## src/rtl/log_fir_tap_accumulator_if.sv

```systemverilog
// Handshake bundle between the tap-multiplier array, the tap accumulator and
// the downstream consumer of filter samples.
interface log_fir_tap_accumulator_if #(
  parameter int unsigned WIDTH = 16,
  parameter int unsigned ORD   = 64
);
  localparam int unsigned ACC_W = WIDTH + $clog2(ORD);

  logic                    in_valid;
  logic                    in_ready;
  logic [ORD*WIDTH-1:0]    tap_in_packed;
  logic                    out_valid;
  logic                    out_ready;
  logic [WIDTH-1:0]        y_out;
  logic [ACC_W-1:0]        y_full;
  logic                    sat;

  // Producer of tap vectors / consumer of results.
  modport master (
    output in_valid, tap_in_packed, out_ready,
    input  in_ready, out_valid, y_out, y_full, sat
  );

  // The accumulator itself.
  modport slave (
    input  in_valid, tap_in_packed, out_ready,
    output in_ready, out_valid, y_out, y_full, sat
  );
endinterface

```

## src/rtl/log_fir_tap_accumulator.sv

```systemverilog
// Sums ORD signed tap products, LANES per cycle, into a full-precision result
// plus a saturated WIDTH-bit sample, with valid/ready on both sides.
module log_fir_tap_accumulator #(
  parameter int unsigned WIDTH = 16,
  parameter int unsigned QP    = 12,
  parameter int unsigned ORD   = 64,
  parameter int unsigned LANES = 8
) (
  input logic                     clk,
  input logic                     rst,
  log_fir_tap_accumulator_if.slave bus_io
);

  localparam int unsigned ACC_W = WIDTH + $clog2(ORD);
  localparam int unsigned NG    = ORD / LANES;
  localparam int unsigned CW    = (NG > 1) ? $clog2(NG) : 1;
  localparam int unsigned IW    = $clog2(ORD);

  localparam logic [CW-1:0] LastGrp = CW'(NG - 1);
  localparam logic signed [ACC_W-1:0] SatMax =
    {{(ACC_W - WIDTH + 1){1'b0}}, {(WIDTH - 1){1'b1}}};
  localparam logic signed [ACC_W-1:0] SatMin =
    {{(ACC_W - WIDTH + 1){1'b1}}, {(WIDTH - 1){1'b0}}};

  // Elaboration-time sanity checks on the parameter set.
  if (QP >= WIDTH) begin : g_bad_qp
    $error("QP must be smaller than WIDTH");
  end
  if (ORD < 2 || LANES < 1 || LANES > ORD || (ORD % LANES) != 0) begin : g_bad_lanes
    $error("LANES must divide ORD and ORD must be at least 2");
  end

  typedef enum logic [1:0] {StIdle, StAccum, StHold} state_e;

  state_e                  state_q, state_d;
  logic signed [WIDTH-1:0] taps_q [ORD];
  logic signed [ACC_W-1:0] acc_q, acc_d;
  logic [CW-1:0]           grp_q, grp_d;
  logic signed [WIDTH-1:0] y_out_q, y_out_d;
  logic signed [ACC_W-1:0] y_full_q, y_full_d;
  logic                    sat_q, sat_d;
  logic signed [ACC_W-1:0] grp_sum, acc_sum;
  logic [IW-1:0]           idx;
  logic                    accept, load_vec;

  // Handshake flags come from registered state only (rst masks in_ready).
  assign bus_io.in_ready  = (state_q == StIdle) && !rst;
  assign bus_io.out_valid = (state_q == StHold);
  assign bus_io.y_out     = y_out_q;
  assign bus_io.y_full    = y_full_q;
  assign bus_io.sat       = sat_q;

  assign accept = bus_io.in_valid && bus_io.in_ready;

  // Sign-extended sum of the LANES taps of the current group, plus running total.
  always_comb begin
    grp_sum = '0;
    idx     = '0;
    for (int l = 0; l < int'(LANES); l++) begin
      idx     = IW'(int'(grp_q) * int'(LANES) + l);
      grp_sum = grp_sum + {{(ACC_W - WIDTH){taps_q[idx][WIDTH-1]}}, taps_q[idx]};
    end
    acc_sum = acc_q + grp_sum;
  end

  // Next-state logic: accept, accumulate groups, hold result until consumed.
  always_comb begin
    state_d  = state_q;
    acc_d    = acc_q;
    grp_d    = grp_q;
    y_out_d  = y_out_q;
    y_full_d = y_full_q;
    sat_d    = sat_q;
    load_vec = 1'b0;
    unique case (state_q)
      StIdle: begin
        if (accept) begin
          load_vec = 1'b1;
          acc_d    = '0;
          grp_d    = '0;
          state_d  = StAccum;
        end
      end
      StAccum: begin
        acc_d = acc_sum;
        grp_d = grp_q + 1'b1;
        if (grp_q == LastGrp) begin
          grp_d    = '0;
          y_full_d = acc_sum;
          state_d  = StHold;
          if (acc_sum > SatMax) begin
            y_out_d = SatMax[WIDTH-1:0];
            sat_d   = 1'b1;
          end else if (acc_sum < SatMin) begin
            y_out_d = SatMin[WIDTH-1:0];
            sat_d   = 1'b1;
          end else begin
            y_out_d = acc_sum[WIDTH-1:0];
            sat_d   = 1'b0;
          end
        end
      end
      StHold: begin
        if (bus_io.out_ready) begin
          state_d = StIdle;
        end
      end
      default: state_d = StIdle;
    endcase
  end

  // Control and result registers, synchronous reset discards any sample in flight.
  always_ff @(posedge clk) begin
    if (rst) begin
      state_q  <= StIdle;
      acc_q    <= '0;
      grp_q    <= '0;
      y_out_q  <= '0;
      y_full_q <= '0;
      sat_q    <= 1'b0;
    end else begin
      state_q  <= state_d;
      acc_q    <= acc_d;
      grp_q    <= grp_d;
      y_out_q  <= y_out_d;
      y_full_q <= y_full_d;
      sat_q    <= sat_d;
    end
  end

  // Snapshot of the product vector so upstream is free to change it mid-sum.
  always_ff @(posedge clk) begin
    if (load_vec) begin
      for (int k = 0; k < int'(ORD); k++) begin
        taps_q[k] <= bus_io.tap_in_packed[WIDTH*k +: WIDTH];
      end
    end
  end

endmodule

```

## src/flat_wrapper.sv

```systemverilog
// flat-port wrapper written by rule: the top's interface ports become plain ports
module log_fir_tap_accumulator_flat 
#(
  parameter int unsigned WIDTH = 16,
  parameter int unsigned QP    = 12,
  parameter int unsigned ORD   = 64,
  parameter int unsigned LANES = 8
)
  (clk, rst, bus_io_in_valid, bus_io_tap_in_packed, bus_io_out_ready, bus_io_in_ready, bus_io_out_valid, bus_io_y_out, bus_io_y_full, bus_io_sat);
  log_fir_tap_accumulator_if #(.WIDTH(WIDTH), .ORD(ORD)) bus_io_i ();
  input logic clk;
  input logic rst;
  input wire logic [$bits(bus_io_i.in_valid)-1:0] bus_io_in_valid;
  input wire logic [$bits(bus_io_i.tap_in_packed)-1:0] bus_io_tap_in_packed;
  input wire logic [$bits(bus_io_i.out_ready)-1:0] bus_io_out_ready;
  output wire logic [$bits(bus_io_i.in_ready)-1:0] bus_io_in_ready;
  output wire logic [$bits(bus_io_i.out_valid)-1:0] bus_io_out_valid;
  output wire logic [$bits(bus_io_i.y_out)-1:0] bus_io_y_out;
  output wire logic [$bits(bus_io_i.y_full)-1:0] bus_io_y_full;
  output wire logic [$bits(bus_io_i.sat)-1:0] bus_io_sat;
  assign bus_io_i.in_valid = bus_io_in_valid;
  assign bus_io_i.tap_in_packed = bus_io_tap_in_packed;
  assign bus_io_i.out_ready = bus_io_out_ready;
  assign bus_io_in_ready = bus_io_i.in_ready;
  assign bus_io_out_valid = bus_io_i.out_valid;
  assign bus_io_y_out = bus_io_i.y_out;
  assign bus_io_y_full = bus_io_i.y_full;
  assign bus_io_sat = bus_io_i.sat;
  log_fir_tap_accumulator #(.WIDTH(WIDTH), .QP(QP), .ORD(ORD), .LANES(LANES)) u_core (.clk(clk), .rst(rst), .bus_io(bus_io_i));
endmodule
```

## config.mk

```make
export PLATFORM = sky130hd
export DESIGN_NAME = log_fir_tap_accumulator_flat
export DESIGN_NICKNAME = d
export VERILOG_FILES = /design/src/rtl/log_fir_tap_accumulator_if.sv /design/src/rtl/log_fir_tap_accumulator.sv /design/src/flat_wrapper.sv
export SDC_FILE = /design/constraint.sdc
export NUM_CORES = 1
export LEC_CHECK = 0
export CELL_PAD_IN_SITES_DETAIL_PLACEMENT = 0
export CELL_PAD_IN_SITES_GLOBAL_PLACEMENT = 2
export CORE_ASPECT_RATIO = 2
export CORE_UTILIZATION = 25
export DETAILED_ROUTE_END_ITERATION = 16
export PLACE_DENSITY_LB_ADDON = 0.1
export SLEW_MARGIN = 15
export SYNTH_ARGS = -nofsm -noshare
export SYNTH_HDL_FRONTEND = slang
export SYNTH_SLANG_ARGS = --single-unit
```

## constraint.sdc

```tcl
create_clock -name clk -period 46.7 [get_ports clk]
set_clock_uncertainty 0.1 [all_clocks]
set_input_delay 9.34 -clock clk [delete_from_list [all_inputs] [get_ports clk]]
set_output_delay 9.34 -clock clk [all_outputs]
set_load 0.005 [all_outputs]
```

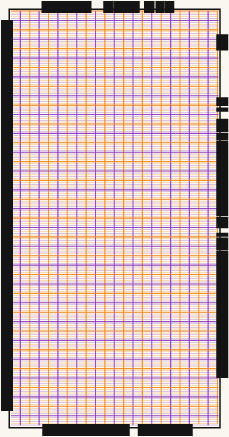
(supply network)
Pins as bars on the die edge.
| net | colour |
|---|---|
| VDD | orange |
| VSS | purple |
signal pins: 1069
met4 straps: 22
met1 rails: 221

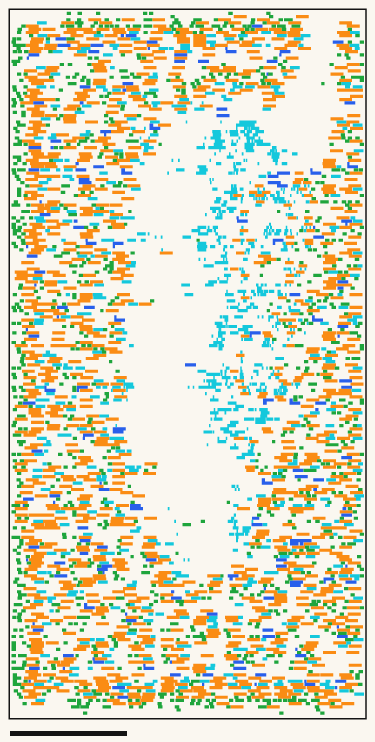
(cell classes on the final placement)
Scale bar: 100 um.
| class | colour | cells |
|---|---|---|
| other buffers and delay cells | green | 1108 |
| all other logic | cyan | 1056 |
| flops | orange | 1093 |
| clock drivers and dummy loads | blue | 192 |
CORE AREA: 179000 um2
Seq/total area: 51.6%
num rows: 220
post-layout util: 34.7%
post-route cell area: 62300 um2

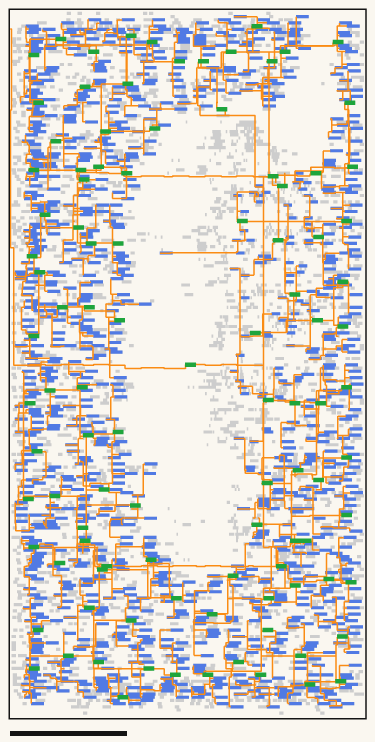
(clock distribution)
Scale bar: 100 um.
[cells driving clock nets] green | count: 103
[flip-flops] blue | count: 1093
[clock wires] orange | length: 15600 um
flops lie: widely spread
routed clock nets: 104

metal layers:
layer / GRT usage, % / vias to the layer above / routed length (um)
met1: 17.3 / 12800 / 54200
li1: - / 11200 / -
met4: 4.36 / 98 / 3800
met3: 7.26 / 284 / 15600
met2: 35.2 / 1024 / 93000
met5: 0 / - / 601
registers in the layout, summed over array words and instances, names as in the netlist, named ones only:
register              count
u_core.state_q            2
u_core.taps_q          1024
u_core.acc_q             22
u_core.grp_q              3
u_core.bus_io.y_full     22
u_core.bus_io.sat         1
u_core.bus_io.y_out      16
worst max-delay path, stage by stage:
cell,delay (ns)
buf_2,0.11
buf_4,0.35
nor3_1,0.43
clkdlybuf4s50_1,0.63
per-stage QoR:
step	std cells	utilization [%]	worst slack, ns
2_1_floorplan	2246	-	15.69
3_3_place_gp	5587	32.7	26.34
3_5_place_dp	5587	32.7	26.34
4_1_cts	5779	34.7	26.34
5_1_grt	5795	34.7	26.27
6_report	5815	34.7	26.34
layout make-up:
class	count	share of cell area [%]
multi-input cells	923	19.4
well taps	2331	4.68
diodes	35	0.141
clock inverters	68	1.36
inverters	133	0.813
clock buffers	124	4.35
repair buffers	1108	17.7
flip-flops and latches	1093	51.6
cells by family (layout without fill, tap and decap cells):
logic type,Yosys count,count (layout),share of synthesized area [%]
XOR/XNOR,33,33,0.641
adder cells (fa/ha/maj),152,152,6.05
AND-OR/OR-AND,145,145,2.10
multiplexers,388,388,16.0
flip-flops,1093,1093,71.3
AND/OR/NAND/NOR,205,205,2.00
buffers and inverters,230,1433,1.94
other,0,35,0
power by group through the flow:
stage | logic, uW | clock network, uW | registers (uW)
after floorplan | 885 | 0 | 1190
after global placement | 1380 | 0 | 1150
after detailed placement | 1390 | 0 | 1160
after CTS | 1400 | 931 | 1140
after global routing | 1510 | 956 | 1140
final | 1360 | 898 | 1130
==> ci_impl_report.md <==
## Synthesis and layout report

| Metric | Value |
|---|---|
| Status | finished clean |
| Peak Freq | 49.1 MHz |
| # Cells Yosys | 2246 |
| Overall Power | 3390 uW |
| Commonest Layout Cell | clkdlybuf4s50_1 |
| Most frequent cells in the layout | clkdlybuf4s50_1 (1067), edfxtp_1 (1024), mux4_2 (256), inv_1 (132), fa_1 (110) |
| Comb gate area | 12100 um2 |
| WL final | 167000 um |
| Top_reg_cell synth | edfxtp_1 |
| TritonCTS Buffers | 103 |
| Leakage | 0.0203 uW |
| First-pass GRT wire length | 226000 um |
| Initial DRC count | 1275 |
| Critical Path RT | 37.26 ns |
| Clk slew on worst S/H paths | 0.06 ns |
| OpenROAD warning count | 32 |
| Cells on worst reg2reg path | 21 |
| Largest area contributor in the netlist | edfxtp_1 |
| Worst skew pair latency | 0.75 ns |
| PortBufs | 1068 |
| WL/cell | 28.8 um |
| RSZ-0062 raised after global routing | no |
| Die Wd | 302 um |
| Post-synth EDFFs | 1024 |
| Synth cell count leaders | edfxtp_1 (1024), mux4_2 (256), inv_1 (133) |
| CTS tree | built |
| Largest net degree at the start of global routing | 113 |
| Switching Fraction | 36.7% |
| Worst setup SP type | input pin |
| Tot GR Track Use | 18.1% |
| Floorplan Nets | 3426 |
| H-tree depth | 3 |
| Top-area cell type share of the netlist area | 68.2% |
| Setup TNS | 0 ns |
| WHS Endpoint | u_core.bus_io.y_full[18] |
| Pwr dens | 54.4 nW/um2 |
| Antenna violations before repair | 110 |
| Vias in the first global route | 28900 |
| Register share after synthesis | 71.3% |
| Pins over their slew limit | 0 |
| WHS Path Cells | 2 |
| VDD IR max | 0.0829 mV |
| Netlist cell types | 51 |
| Chip height | 603 um |
| Post-DP Area | 58600 um2 |
| Crit Path Max Fanout | 82 |
| Clock Tree Buf Depth | 3 |
| Pre-Place Util | 25.1% |
| Share of layout cells above drive strength 1 | 16.9% |
| CP endpoint | bus_io_in_ready |
| Seq. cell area | 32100 um2 |
| Remaining DRCs | 0 |
| Clk root buf | clkbuf_16 |
| Number of max-cap violations | 0 |
| Net Switching | 1240 uW |
| Cell with the most instances after synthesis | edfxtp_1 |
| Hold Buf Count CTS | 0 |
| Setup Buffers After CTS | 0 |
| CTS resizes | 0 |
| Internal power | 2150 uW |
| Clock Sink Count | 1093 |
| Reg-to-Reg Start | u_core.grp_q[0] |
| Endpoints failing setup | 0 |
| Slew @ Worst Pin | 1.19 ns |
| Final Hold Fails | 0 |
| Min Tclk post-route | 20.36 ns |
| Min Hold Slack | 0.353 ns |
| Asr flop ratio synth | 0% |
| CP startpoint | rst |
| Fill cell count | 17100 |
| Die Size | 182000 um2 |
| Clock Power Share | 26.5% |
| CP Class | input pin to output port |
| Critical Path AT | 10.92 ns |
| Biggest area cells | edfxtp_1 (68%), mux4_2 (13%), fa_1 (4.9%), dfxtp_1 (3.1%), mux2_2 (2.6%) |
| Hold Path Class | flip-flop to flip-flop |
| Nets | 4542 |
| Worst slew margin | 19.9% |
| Via Count | 25400 |
| FF-to-FF End | u_core.bus_io.y_out[11] |
| Detailed Routing Iterations Pass 1 | 7 |
| Period utilization | 43.6% |
Power is estimated from default activity; no workload was simulated.
